[config.mk]
export PLATFORM = sky130hd
export DESIGN_NAME = conv3x3_window_ctrl
export DESIGN_NICKNAME = d
export VERILOG_FILES = /design/src/rtl/conv3x3_window_ctrl.sv
export SDC_FILE = /design/constraint.sdc
export NUM_CORES = 1
export LEC_CHECK = 0
export CORE_MARGIN = 1
export CORE_UTILIZATION = 48
export CTS_CLUSTER_SIZE = 8
export DETAILED_ROUTE_END_ITERATION = 10
export PLACE_DENSITY = 0.65
export SLEW_MARGIN = 20
export SYNTH_ARGS = -nofsm -noshare
export SYNTH_HDL_FRONTEND = slang
export SYNTH_SLANG_ARGS = --single-unit
[constraint.sdc]
create_clock -name clk -period 3.15 [get_ports clk]
set_input_delay 0.63 -clock clk [delete_from_list [all_inputs] [get_ports clk]]
set_output_delay 0.63 -clock clk [all_outputs]
set_load 0.01 [all_outputs]
[src/rtl/conv3x3_window_ctrl.sv]
// conv3x3_window_ctrl: builds 3x3 windows from a raster pixel stream for one conv channel.
// Optional macro CONV3X3_WIN_BP_EN adds a win_ready backpressure input from the conv unit.
module conv3x3_window_ctrl #(
   parameter int DATA_W = 8,
   parameter int IMG_W  = 28,
   parameter int IMG_H  = 28
) (
   input  logic                     clk,
   input  logic                     rst,
   input  logic                     start,
   input  logic signed [DATA_W-1:0] pix_in,
   input  logic                     pix_in_valid,
   output logic                     pix_in_ready,
`ifdef CONV3X3_WIN_BP_EN
   input  logic                     win_ready,
`endif
   output logic                     win_valid,
   output logic signed [DATA_W-1:0] p00,
   output logic signed [DATA_W-1:0] p01,
   output logic signed [DATA_W-1:0] p02,
   output logic signed [DATA_W-1:0] p10,
   output logic signed [DATA_W-1:0] p11,
   output logic signed [DATA_W-1:0] p12,
   output logic signed [DATA_W-1:0] p20,
   output logic signed [DATA_W-1:0] p21,
   output logic signed [DATA_W-1:0] p22,
   input  logic                     conv_out_valid,
   output logic                     busy,
   output logic                     done
);

   localparam int OUT_N = (IMG_W - 2) * (IMG_H - 2);
   localparam int CW    = $clog2(IMG_W);
   localparam int RW    = $clog2(IMG_H);
   localparam int OW    = $clog2(OUT_N + 1);

   localparam logic [CW-1:0] COL_LAST = CW'(IMG_W - 1);
   localparam logic [RW-1:0] ROW_LAST = RW'(IMG_H - 1);
   localparam logic [CW-1:0] COL_TWO  = CW'(2);
   localparam logic [RW-1:0] ROW_TWO  = RW'(2);
   localparam logic [OW-1:0] OUT_LAST = OW'(OUT_N);

   localparam logic [1:0] S_IDLE  = 2'd0;
   localparam logic [1:0] S_RUN   = 2'd1;
   localparam logic [1:0] S_DRAIN = 2'd2;
   localparam logic [1:0] S_DONE  = 2'd3;

   logic [1:0]    r_state;
   logic [CW-1:0] r_col;
   logic [RW-1:0] r_row;
   logic [OW-1:0] r_out_cnt;
   logic          r_win_valid;

   logic signed [DATA_W-1:0] r_lb1 [IMG_W];
   logic signed [DATA_W-1:0] r_lb2 [IMG_W];

   logic signed [DATA_W-1:0] r_p00, r_p01, r_p02;
   logic signed [DATA_W-1:0] r_p10, r_p11, r_p12;
   logic signed [DATA_W-1:0] r_p20, r_p21, r_p22;

   logic w_hold;
   logic w_accept;
   logic w_col_wrap;
   logic w_last_pix;
   logic w_win_hit;
   logic w_cnt_en;
   logic w_idle_start;

   // A window still waiting on the conv unit blocks new pixels.
`ifdef CONV3X3_WIN_BP_EN
   assign w_hold = r_win_valid & ~win_ready;
`else
   assign w_hold = 1'b0;
`endif

   assign pix_in_ready = (r_state == S_RUN) & ~w_hold;
   assign w_accept     = pix_in_valid & pix_in_ready;
   assign w_col_wrap   = (r_col == COL_LAST);
   assign w_last_pix   = w_col_wrap & (r_row == ROW_LAST);
   assign w_win_hit    = (r_row >= ROW_TWO) & (r_col >= COL_TWO);
   assign w_idle_start = (r_state == S_IDLE) & start;

   assign w_cnt_en = conv_out_valid
                   & ((r_state == S_RUN) | (r_state == S_DRAIN))
                   & (r_out_cnt != OUT_LAST);

   always_ff @(posedge clk) begin
      if (rst) begin
         r_state <= S_IDLE;
      end else begin
         unique case (r_state)
            S_IDLE: begin
               if (start) r_state <= S_RUN;
            end
            S_RUN: begin
               if (w_accept && w_last_pix) r_state <= S_DRAIN;
            end
            S_DRAIN: begin
               if (r_out_cnt == OUT_LAST) r_state <= S_DONE;
            end
            S_DONE: begin
               r_state <= S_IDLE;
            end
         endcase
      end
   end

   always_ff @(posedge clk) begin
      if (rst) begin
         r_col <= '0;
         r_row <= '0;
      end else if (w_idle_start) begin
         r_col <= '0;
         r_row <= '0;
      end else if (w_accept) begin
         if (w_col_wrap) begin
            r_col <= '0;
            r_row <= w_last_pix ? '0 : r_row + 1'b1;
         end else begin
            r_col <= r_col + 1'b1;
         end
      end
   end

   always_ff @(posedge clk) begin
      if (rst) begin
         r_out_cnt <= '0;
      end else if (w_idle_start) begin
         r_out_cnt <= '0;
      end else if (w_cnt_en) begin
         r_out_cnt <= r_out_cnt + 1'b1;
      end
   end

   // Row memories are never cleared; the window is only valid once both are refilled.
   always_ff @(posedge clk) begin
      if (w_accept) begin
         r_lb1[r_col] <= pix_in;
         r_lb2[r_col] <= r_lb1[r_col];
      end
   end

   always_ff @(posedge clk) begin
      if (rst) begin
         r_p00 <= '0;
         r_p01 <= '0;
         r_p02 <= '0;
         r_p10 <= '0;
         r_p11 <= '0;
         r_p12 <= '0;
         r_p20 <= '0;
         r_p21 <= '0;
         r_p22 <= '0;
      end else if (w_accept) begin
         r_p00 <= r_p01;
         r_p01 <= r_p02;
         r_p02 <= r_lb2[r_col];
         r_p10 <= r_p11;
         r_p11 <= r_p12;
         r_p12 <= r_lb1[r_col];
         r_p20 <= r_p21;
         r_p21 <= r_p22;
         r_p22 <= pix_in;
      end
   end

   always_ff @(posedge clk) begin
      if (rst) begin
         r_win_valid <= 1'b0;
      end else if (w_accept) begin
         r_win_valid <= w_win_hit;
      end else if (!w_hold) begin
         r_win_valid <= 1'b0;
      end
   end

   assign win_valid = r_win_valid;
   assign p00       = r_p00;
   assign p01       = r_p01;
   assign p02       = r_p02;
   assign p10       = r_p10;
   assign p11       = r_p11;
   assign p12       = r_p12;
   assign p20       = r_p20;
   assign p21       = r_p21;
   assign p22       = r_p22;
   assign busy      = (r_state != S_IDLE);
   assign done      = (r_state == S_DONE);

endmodule

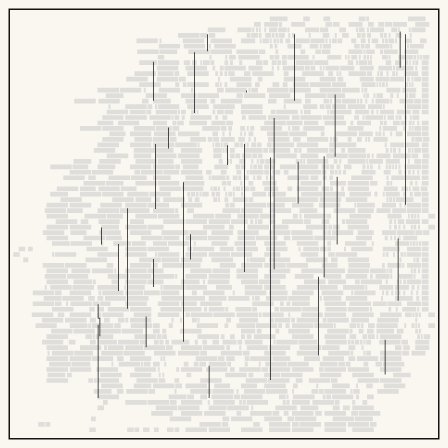
m4.png
Cells faint in the background.
The wires run mostly vertical. The layer holds 2.0% of the routed length.
final WL: 49900 um
Vias: 12.1k

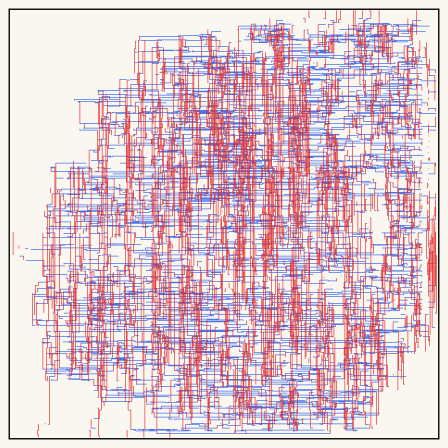
layers.png
Only two layers are drawn.
M2: in red, wire length 23.4 mm. M1: in blue, wire length 21.6 mm.
routed length per instance: 23.3 um
GRT Total Usage: 22.8%

==> impl_metrics.tcl <==
# place-and-route summary
set metrics [dict create \
    status "completed" \
    r2r-end "p12[2]" \
    worstHoldStart "rst" \
    netlist_instances 1312 \
    finalCritPeriodShare_pct 88.4 \
    numCtsBuffers 78 \
    regArea_mm2 0.0155 \
    max-slew-margin-rel_pct 33.5 \
    crit_path_end_kind "flop" \
    period_minus_slack_ns 2.78 \
    synth_seq_share_pct 72.7 \
    cp-start-kind "flop" \
    final_nets 1522 \
    clk_latency_ns 0.59 \
    die_width_um 212 \
    clkSlewWorstSetupHoldPaths_ns 0.05 \
    drtPass1Iterations 5 \
    logic_area_mm2 0.00542 \
    warnings 34 \
    synth_async_sr_flop_share_pct 0 \
    rsz0062_at_grt "false" \
    power_density_mw_per_mm2 685 \
    skew_ns 0.0245 \
    syn_area_per_cell_um2 16.2 \
    drv_slew 0 \
    seqPwrFrac_pct 47.2 \
    p_comb_share_pct 8.7 \
    hpwlAfterDp_um 31400 \
    dr.first_iter.drc_count 1492 \
    io_pins 89 \
    worstPathMaxFanout 35 \
    worst_slew_pin_slew_ns 0.996 \
    grt_max_degree 67 \
    place_ws_ns 0.273 \
    dieArea_mm2 0.0452 \
    syn_to_final_growth_pct 20.4 \
    max_stage_delay_ns 0.75 \
    crit_path_top_delay_cell "dfxtp_4" \
    worst_ep_required_time_ns 3.68 \
    grt_pass1_wl_um 74800 \
    overflow 0 \
    drc 0 \
    ys_cells 1312 \
    p_clk_share_pct 44.1 \
    maxCapViolations 0 \
    cts_root_buf "clkbuf_16" \
    fill_cells 3296 \
    peakVddDrop_v 0.000405 \
    hold_depth 2 \
    io_buffers 88 \
    syn_area_mm2 0.0213 \
    via_per_inst 5.66 \
    p_int_w 0.0136 \
    cts_tree "done" \
    rows 76 \
    cts_buffer_depth 3 \
    edf_count 448 \
    synth_flop_count 548 \
    reg2regPathDepth 6 \
    antenna_found_initial 1 \
    ctsHoldBuffers 0 \
    hold_viol 0 \
    synth_warnings 0 \
    hold_ws_ns 0.422 \
    gp_congestion 0.839 \
    cts.sinks 548 \
    setup-violations-final 0 \
    cts_resized 0 \
    rrSetupSlack_ns 0.37 \
    postRouteAntennaNets 0 \
    switching_power_w 0.00398 \
    syn_nets 1337 \
    htree_num_levels 3 \
]
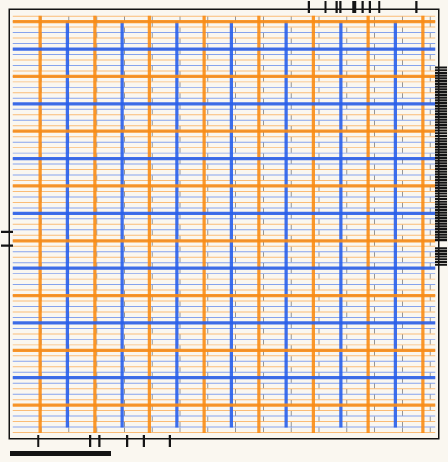
floorplan.png
The bar under the picture is 50 um long. Pins as bars on the die edge. Tap cells in grey.
VSS: in orange. VDD: in blue.
15 straps on met4. The core has 76 rows. 77 met1 rails follow the rows.
core region area: 0.0434 mm2
Die Height: 212 um

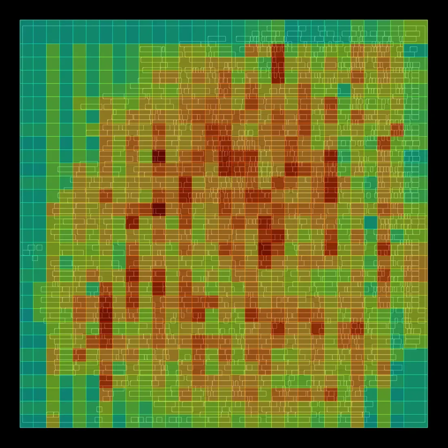
congestion_map.png
GR peak layer: met2
met3 Usage GRT: 4.99%
met2 Use GR: 35.4%

-- registers in the layout (all words and copies together) (netlist names), named ones only --
signal / cells
p11: 8
win_valid: 1
r_out_cnt: 10
p21: 8
r_row: 5
r_state: 2
p02: 8
p10: 8
p00: 8
p12: 8
r_lb2: 224
r_lb1: 224
r_col: 5
p22: 8
p20: 8
p01: 8
-- critical path: cells and delay by family, from the launching register on --
kind                   cells  cell delay (ns)
AND-OR/OR-AND              4             1.35
flip-flops                 1             0.75
buffers and inverters      1             0.35
AND/OR/NAND/NOR            1             0.24
-- cell usage after synthesis (11+ instances only) --
| library cell | instances | area, um2 |
|---|---|---|
| a21oi_1 | 79 | 395 |
| a22oi_1 | 20 | 150 |
| buf_2 | 13 | 65.1 |
| clkbuf_1 | 30 | 113 |
| dfxtp_1 | 100 | 2000 |
| edfxtp_1 | 448 | 13500 |
| ha_1 | 12 | 150 |
| mux2_2 | 12 | 135 |
| mux2i_1 | 93 | 931 |
| mux4_2 | 56 | 1260 |
| nand2_1 | 157 | 589 |
| nand3_1 | 23 | 115 |
| nand4_1 | 13 | 81.3 |
| nor2_1 | 62 | 233 |
| nor2b_1 | 11 | 68.8 |
| nor3_1 | 22 | 110 |
-- layer usage --
| metal | part of all wire (%) | global-route usage, % | wire, um | up-vias |
|---|---|---|---|---|
| met5 | 0.018 | 0 | 9 | - |
| met4 | 2.0 | 7.42 | 991 | 2 |
| li1 | - | - | - | 5461 |
| met1 | 43 | 32.0 | 21600 | 6068 |
| met3 | 7.8 | 4.99 | 3900 | 71 |
| met2 | 47 | 35.4 | 23400 | 509 |
-- kinds of logic after synthesis --
kind of cell / Yosys count / share of synthesized area, %
DFF: 548 / 72.7
and+or+nand+nor: 322 / 6.77
muxes: 169 / 11.9
AOI/OAI and AO/OA: 166 / 5.14
buffers and inverters: 84 / 2.32
adders and majority gates: 12 / 0.706
xor gates and xnor gates: 11 / 0.453
-- layout make-up --
cell class	instances	area share, %
flip-flops and latches	548	60.4
repair buffers	179	6.43
multi-input cells	680	21.2
inverters	10	0.147
clock inverters	3	0.132
clock buffers	133	8.85
well taps	585	2.86
diodes	1	0.00978
-- power groups by stage --
stage	clock network (W)	logic, W	registers [W]
2_1_floorplan	0	0.000857	0.00839
6_report	0.00774	0.00153	0.00828
3_5_place_dp	0	0.00154	0.00841
5_1_grt	0.00818	0.00165	0.00828
4_1_cts	0.00786	0.00154	0.00827
3_3_place_gp	0	0.00152	0.00840
-- worst max-delay path by stage --
stage                 startpoint      endpoint  slack [ns]  depth (start not counted)
global route                flop        p12[2]        0.16                          6
global placement    pix_in_valid  r_lb1[27][3]        0.31                          6
floorplan             r_state[1]  r_lb1[18][0]        0.26                          6
detailed placement  pix_in_valid  r_lb1[27][0]        0.27                          6
finish                      flop        p12[2]        0.37                          6
CTS                         flop        p12[2]        0.36                          6
-- through the flow --
step	instance area (um2)	total power (W)	util [%]
2_1_floorplan	21300	0.00925	-
3_3_place_gp	23300	0.00993	53.7
3_5_place_dp	23300	0.00995	53.7
4_1_cts	25600	0.0177	59.0
5_1_grt	25600	0.0181	59.0
6_report	25600	0.0175	59.0
Power and IR drop assume default switching activity.
